[src/rtl/loader_pkg.sv]
// ---------------------------------------------------------------------------
// loader_pkg
// Shared definitions for the instruction-memory loader.
//   - state_t     : loader FSM state encoding (IDLE, RECEIVE, WRITE, CHECK, DONE)
//   - NB_BYTE     : UART byte width
//   - NB_OP       : opcode field width
//   - HALT_OPCODE : opcode that ends a program; the control unit decodes the
//                   same constant into its halt signal, so both sides agree
//                   on what a loaded program's last word looks like.
// ---------------------------------------------------------------------------
package loader_pkg;

  localparam int NB_BYTE = 8;
  localparam int NB_OP   = 6;

  localparam logic [NB_OP-1:0] HALT_OPCODE = 6'b111111;

  typedef enum logic [2:0] {
    ST_IDLE    = 3'd0,
    ST_RECEIVE = 3'd1,
    ST_WRITE   = 3'd2,
    ST_CHECK   = 3'd3,
    ST_DONE    = 3'd4
  } state_t;

endpackage

[src/rtl/byte_assembler.sv]
// ---------------------------------------------------------------------------
// byte_assembler
// Collects bytes MSB-first into an NB_DATA-bit word.
// Ports:
//   clk        in   clock, rising edge
//   rst_n      in   asynchronous active-low reset
//   clear      in   drop any partially assembled word
//   shift_en   in   accept byte_in this cycle
//   byte_in    in   NB_BYTE data byte
//   word_next  out  assembled word including byte_in (valid with word_ready)
//   word_ready out  pulse: byte_in is the last byte of the current word
// Only the leading bytes are stored; the final byte is appended
// combinationally so the loader can register the whole word on the same
// edge that samples it.
// ---------------------------------------------------------------------------
module byte_assembler #(
  parameter int NB_DATA = 32,
  parameter int NB_BYTE = 8
) (
  input  logic               clk,
  input  logic               rst_n,
  input  logic               clear,
  input  logic               shift_en,
  input  logic [NB_BYTE-1:0] byte_in,
  output logic [NB_DATA-1:0] word_next,
  output logic               word_ready
);

  localparam int NB_PART = NB_DATA - NB_BYTE;

  logic [NB_PART-1:0] part_reg;
  logic [1:0]         cnt_reg;

  assign word_next  = {part_reg, byte_in};
  assign word_ready = shift_en && (cnt_reg == 2'd3);

  always_ff @(posedge clk or negedge rst_n) begin
    if (!rst_n) begin
      part_reg <= '0;
      cnt_reg  <= 2'd0;
    end else if (clear) begin
      part_reg <= '0;
      cnt_reg  <= 2'd0;
    end else if (shift_en) begin
      part_reg <= word_next[NB_PART-1:0];
      cnt_reg  <= cnt_reg + 2'd1;   // wraps to 0 after the 4th byte
    end
  end

endmodule

[src/rtl/instr_loader.sv]
// ---------------------------------------------------------------------------
// instr_loader
// Loads a program from the UART byte stream into instruction memory,
// word 0 upward, until the HALT-opcode word has been written.
// Optional feature macro: LOADER_CHECKSUM_EN -- after the HALT write, one
// more byte is received and compared with the XOR of all program bytes.
// Ports:
//   clock_i        in   clock, rising edge
//   reset_n_i      in   asynchronous active-low reset
//   start_i        in   arm loading (honoured in IDLE/DONE only)
//   rx_data_i      in   received byte
//   rx_valid_i     in   strobe qualifying rx_data_i
//   busy_o         out  high in RECEIVE, WRITE, CHECK
//   wr_en_o        out  one-cycle memory write strobe
//   wr_addr_o      out  word address of the write
//   wr_data_o      out  assembled instruction
//   word_count_o   out  words written since last start
//   load_done_o    out  high in DONE until next start
//   overflow_o     out  memory filled without a HALT word
//   checksum_err_o out  checksum mismatch (0 without LOADER_CHECKSUM_EN)
// ---------------------------------------------------------------------------
module instr_loader #(
  parameter int                NB_DATA     = 32,
  parameter int                NB_BYTE     = loader_pkg::NB_BYTE,
  parameter int                NB_ADDR     = 8,
  parameter int                NB_OP       = loader_pkg::NB_OP,
  parameter logic [NB_OP-1:0]  HALT_OPCODE = loader_pkg::HALT_OPCODE
) (
  input  logic               clock_i,
  input  logic               reset_n_i,
  input  logic               start_i,
  input  logic [NB_BYTE-1:0] rx_data_i,
  input  logic               rx_valid_i,
  output logic               busy_o,
  output logic               wr_en_o,
  output logic [NB_ADDR-1:0] wr_addr_o,
  output logic [NB_DATA-1:0] wr_data_o,
  output logic [NB_ADDR:0]   word_count_o,
  output logic               load_done_o,
  output logic               overflow_o,
  output logic               checksum_err_o
);
  import loader_pkg::*;

  state_t             state_reg;
  logic [NB_ADDR-1:0] addr_reg;
  logic [NB_ADDR:0]   count_reg;
  logic [NB_ADDR-1:0] wr_addr_reg;
  logic [NB_DATA-1:0] wr_data_reg;
  logic               wr_en_reg;
  logic               busy_reg;
  logic               done_reg;
  logic               ovf_reg;

  logic [NB_DATA-1:0] word_next;
  logic               word_ready;
  logic               start_accept;
  logic               halt_word;
  logic               last_addr;
  logic               write_continues;
  logic               shift_en;

  assign start_accept = start_i && (state_reg == ST_IDLE || state_reg == ST_DONE);

  // Decided from the registered write word, so valid throughout WRITE.
  assign halt_word = (wr_data_reg[NB_DATA-1 -: NB_OP] == HALT_OPCODE);
  assign last_addr = (addr_reg == {NB_ADDR{1'b1}});

  // A byte arriving during WRITE starts the next word only if loading goes on.
  assign write_continues = (state_reg == ST_WRITE) && !halt_word && !last_addr;
  assign shift_en = rx_valid_i && ((state_reg == ST_RECEIVE) || write_continues);

  byte_assembler #(
    .NB_DATA (NB_DATA),
    .NB_BYTE (NB_BYTE)
  ) u_byte_assembler (
    .clk        (clock_i),
    .rst_n      (reset_n_i),
    .clear      (start_accept),
    .shift_en   (shift_en),
    .byte_in    (rx_data_i),
    .word_next  (word_next),
    .word_ready (word_ready)
  );

`ifdef LOADER_CHECKSUM_EN
  logic [NB_BYTE-1:0] csum_reg;
  logic               err_reg;

  always_ff @(posedge clock_i or negedge reset_n_i) begin
    if (!reset_n_i) begin
      csum_reg <= '0;
    end else if (start_accept) begin
      csum_reg <= '0;
    end else if (shift_en) begin
      csum_reg <= csum_reg ^ rx_data_i;
    end
  end

  assign checksum_err_o = err_reg;
`else
  assign checksum_err_o = 1'b0;
`endif

  always_ff @(posedge clock_i or negedge reset_n_i) begin
    if (!reset_n_i) begin
      state_reg   <= ST_IDLE;
      addr_reg    <= '0;
      count_reg   <= '0;
      wr_addr_reg <= '0;
      wr_data_reg <= '0;
      wr_en_reg   <= 1'b0;
      busy_reg    <= 1'b0;
      done_reg    <= 1'b0;
      ovf_reg     <= 1'b0;
`ifdef LOADER_CHECKSUM_EN
      err_reg     <= 1'b0;
`endif
    end else begin
      wr_en_reg <= 1'b0;
      case (state_reg)
        ST_IDLE, ST_DONE: begin
          if (start_i) begin
            state_reg <= ST_RECEIVE;
            busy_reg  <= 1'b1;
            addr_reg  <= '0;
            count_reg <= '0;
            done_reg  <= 1'b0;
            ovf_reg   <= 1'b0;
`ifdef LOADER_CHECKSUM_EN
            err_reg   <= 1'b0;
`endif
          end
        end
        ST_RECEIVE: begin
          if (word_ready) begin
            state_reg   <= ST_WRITE;
            wr_en_reg   <= 1'b1;
            wr_addr_reg <= addr_reg;
            wr_data_reg <= word_next;
          end
        end
        ST_WRITE: begin
          count_reg <= count_reg + (NB_ADDR+1)'(1);
          addr_reg  <= addr_reg + NB_ADDR'(1);
          if (halt_word) begin
`ifdef LOADER_CHECKSUM_EN
            state_reg <= ST_CHECK;
`else
            state_reg <= ST_DONE;
            busy_reg  <= 1'b0;
            done_reg  <= 1'b1;
`endif
          end else if (last_addr) begin
            state_reg <= ST_DONE;
            busy_reg  <= 1'b0;
            done_reg  <= 1'b1;
            ovf_reg   <= 1'b1;
          end else begin
            state_reg <= ST_RECEIVE;
          end
        end
`ifdef LOADER_CHECKSUM_EN
        ST_CHECK: begin
          if (rx_valid_i) begin
            err_reg   <= (rx_data_i != csum_reg);
            state_reg <= ST_DONE;
            busy_reg  <= 1'b0;
            done_reg  <= 1'b1;
          end
        end
`endif
        default: begin
          state_reg <= ST_IDLE;
          busy_reg  <= 1'b0;
        end
      endcase
    end
  end

  assign busy_o       = busy_reg;
  assign wr_en_o      = wr_en_reg;
  assign wr_addr_o    = wr_addr_reg;
  assign wr_data_o    = wr_data_reg;
  assign word_count_o = count_reg;
  assign load_done_o  = done_reg;
  assign overflow_o   = ovf_reg;

endmodule

[config.mk]
export PLATFORM = sky130hd
export DESIGN_NAME = instr_loader
export DESIGN_NICKNAME = d
export VERILOG_FILES = /design/src/rtl/loader_pkg.sv /design/src/rtl/byte_assembler.sv /design/src/rtl/instr_loader.sv
export SDC_FILE = /design/constraint.sdc
export NUM_CORES = 1
export LEC_CHECK = 0
export ABC_AREA = 1
export CORE_ASPECT_RATIO = 1.75
export CORE_MARGIN = 5
export CORE_UTILIZATION = 25
export DETAILED_ROUTE_END_ITERATION = 8
export PLACE_DENSITY_LB_ADDON = 0.25
export SYNTH_ARGS = -nofsm -noshare
export SYNTH_HDL_FRONTEND = slang
export SYNTH_SLANG_ARGS = --single-unit
[constraint.sdc]
create_clock -name clock_i -period 2.4 [get_ports clock_i]
set_input_delay 0.72 -clock clock_i [delete_from_list [all_inputs] [get_ports clock_i]]
set_output_delay 0.72 -clock clock_i [all_outputs]
set_load 0.05 [all_outputs]
**PDN straps and rails**

Bar = 20 µm. Pins as bars on the die edge. Tap cells in gray.
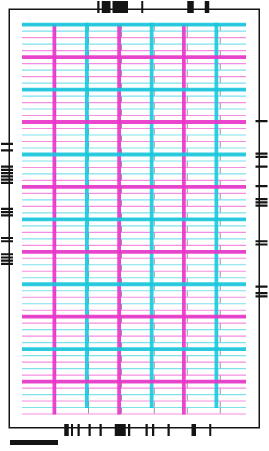
[cyan] VDD
[magenta] VSS
met1 rails: 61
signal pins: 66

**Placement by cell class**

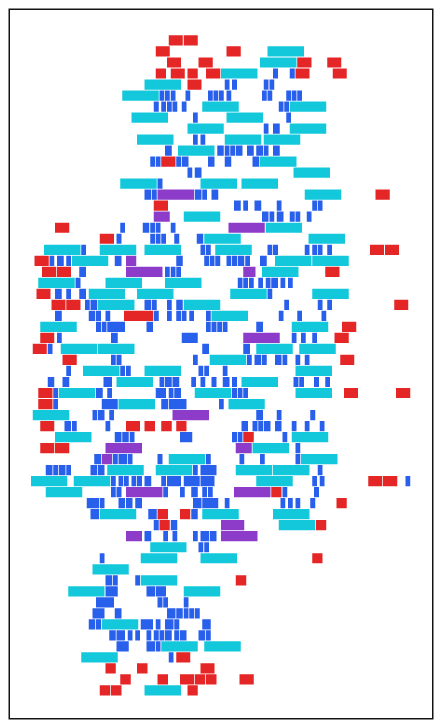
[cyan] sequential cells | cells: 90 | share of their area: 48%
[purple] clock drivers and dummy loads | cells: 16 | share of their area: 6.3%
[red] remaining buffers and delay cells | cells: 72 | share of their area: 14%
[blue] remaining logic cells | cells: 334 | share of their area: 32%

**Clock network drawn from the DEF**

Bar = 20 µm.
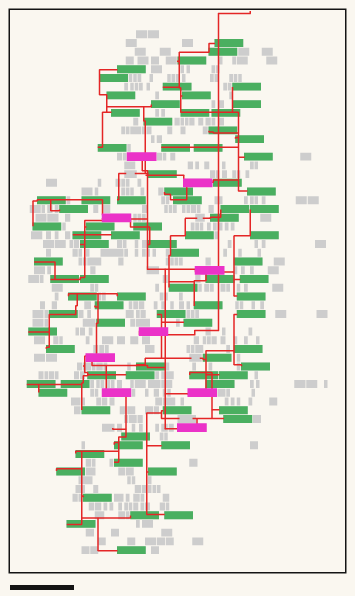
[green] flip-flops | count: 90
[magenta] clock-net drivers | count: 9
[red] clock wires | length: 1220 µm
routed clock nets: 10

==> impl_metrics.py <==
# Auto-generated metrics
metrics = {
    "clock_network": {
        "numCtsBuffers": 9,
        "clockBufferDepth": 2,
        "cts_tree": "done",
        "cts.htree.levels": 3,
        "hold_buffers": 0,
    },
    "power_and_ir_drop": {
        "p_sw_mw": 3.24,
        "ir_worst_vdd_mv": 0.586,
        "leakage_nw": 2.51,
        "internal_power_mw": 3.77,
        "power_top_consumer": "combinational logic",
        "pwr-share-clk_pct": 19.9,
        "switching_share_pct": 46.3,
        "comb_cell_power_mw": 3.20,
    },
    "logic_synthesis": {
        "ys_seq_share_pct": 58.0,
        "ys_area_mm2": 0.00388,
        "topCellsByArea": "dfrtp_1 (58%), nand2_1 (16%), nand3_1 (6.4%), inv_1 (3.7%), o21ai_0 (3.2%)",
        "synth_flop_count": 90,
        "most_common_cell": "nand2_1",
        "aoi_share_pct": 5.51,
        "ys_warn_count": 0,
        "synthTopCellsByCount": "nand2_1 (170), dfrtp_1 (90), nand3_1 (50), inv_1 (38), o21ai_0 (25)",
        "ys_async_sr_fraction_pct": 100,
        "ys_cells": 445,
        "syn_area_mm2": 0.00388,
        "fp_nets": 460,
        "synth_top_cell_by_area": "dfrtp_1",
        "edf_count": 0,
        "avgSynthCellArea_um2": 8.72,
    },
    "place": {
        "place_inst": 682,
        "io_buffers": 64,
        "placed_area_mm2": 0.00466,
        "gp_congestion": 0.734,
        "dp_hpwl_um": 6710,
    },
    "job": {
        "warnings": 26,
        "cap_viol_max_count": 0,
    },
    "setup_path": {
        "critPathRequiredTime_ps": 1680,
        "start_kind": "register",
        "crit_fanout": 3,
        "slowest_stage": "clkdlybuf4s50_1",
        "timing.rr.start": "addr_reg[0]",
        "startpoint": "wr_data_o[26]",
        "r2r_setup_slack_ps": 520,
        "crit_type": "reg2out",
        "slowest_delay_ps": 840,
        "arrival_ps": 1600,
        "cp.depth": 1,
    },
    "global_routing": {
        "busiest_layer": "met2",
        "use_met3_pct": 2.44,
        "overflow": 0,
        "grt_pass1_wl_um": 16100,
        "grt.met1_usage_pct": 13.0,
    },
    "final_layout": {
        "fin_util_pct": 32.4,
        "logic_area_mm2": 0.00134,
        "final_area_mm2": 0.00495,
        "sh_comb_area_pct": 27.0,
        "largestClassByArea": "sequential cells",
        "signal_buffers": 72,
        "final_cells": 698,
        "mostFrequentLayoutCell": "nand2_1",
        "antennaDiodeCount": 0,
        "seq_area_share_pct": 45.5,
        "regArea_mm2": 0.00225,
    },
    "timing": {
        "drv_slew": 0,
        "fin_setup_tns_ps": 0,
        "finalHoldViolations": 0,
        "setup_ws_ps": 83.9,
        "whs_ps": 271,
        "fin_crit_ps": 2320,
    },
    "worst_hold_path": {
        "hp-class": "in2async",
    },
    "floorplanning": {
        "core_mm2": 0.0153,
        "die_y_um": 175,
        "chip_area_mm2": 0.0182,
        "taps": 186,
        "chipWidth_um": 104,
    },
    "routing": {
        "routed_wl_um": 9390,
        "wl_met3_um": 355,
        "wl_met2_um": 4900,
        "topRoutingLayerUsed": "met4",
        "drc": 0,
        "routedLengthMet1_um": 3950,
        "detail_route.iter0.violations": 185,
    },
    "run_status": {
        "status": "finished clean",
    },
}
**Signal wires by layer**

Bar = 20 µm. Only two layers are drawn.
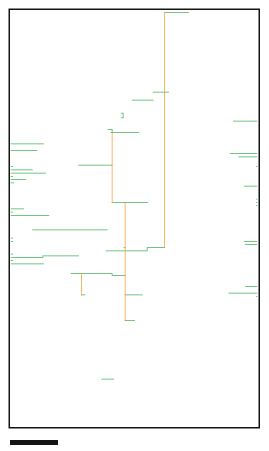
[orange] M4 | wire length: 186 µm
[green] M3 | wire length: 356 µm

**Clock nets**

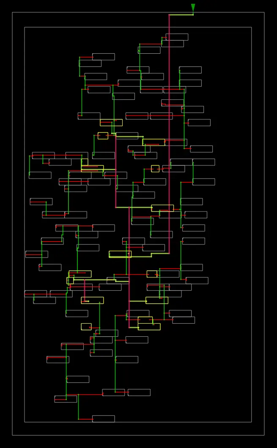
Sink Count: 90
clk_lat worst skew: 340 ps
final-layout clock buffer total: 9
Clk. pwr: 1.40 mW
clk_skew: 7.71 ps

Power and IR drop assume default switching activity.
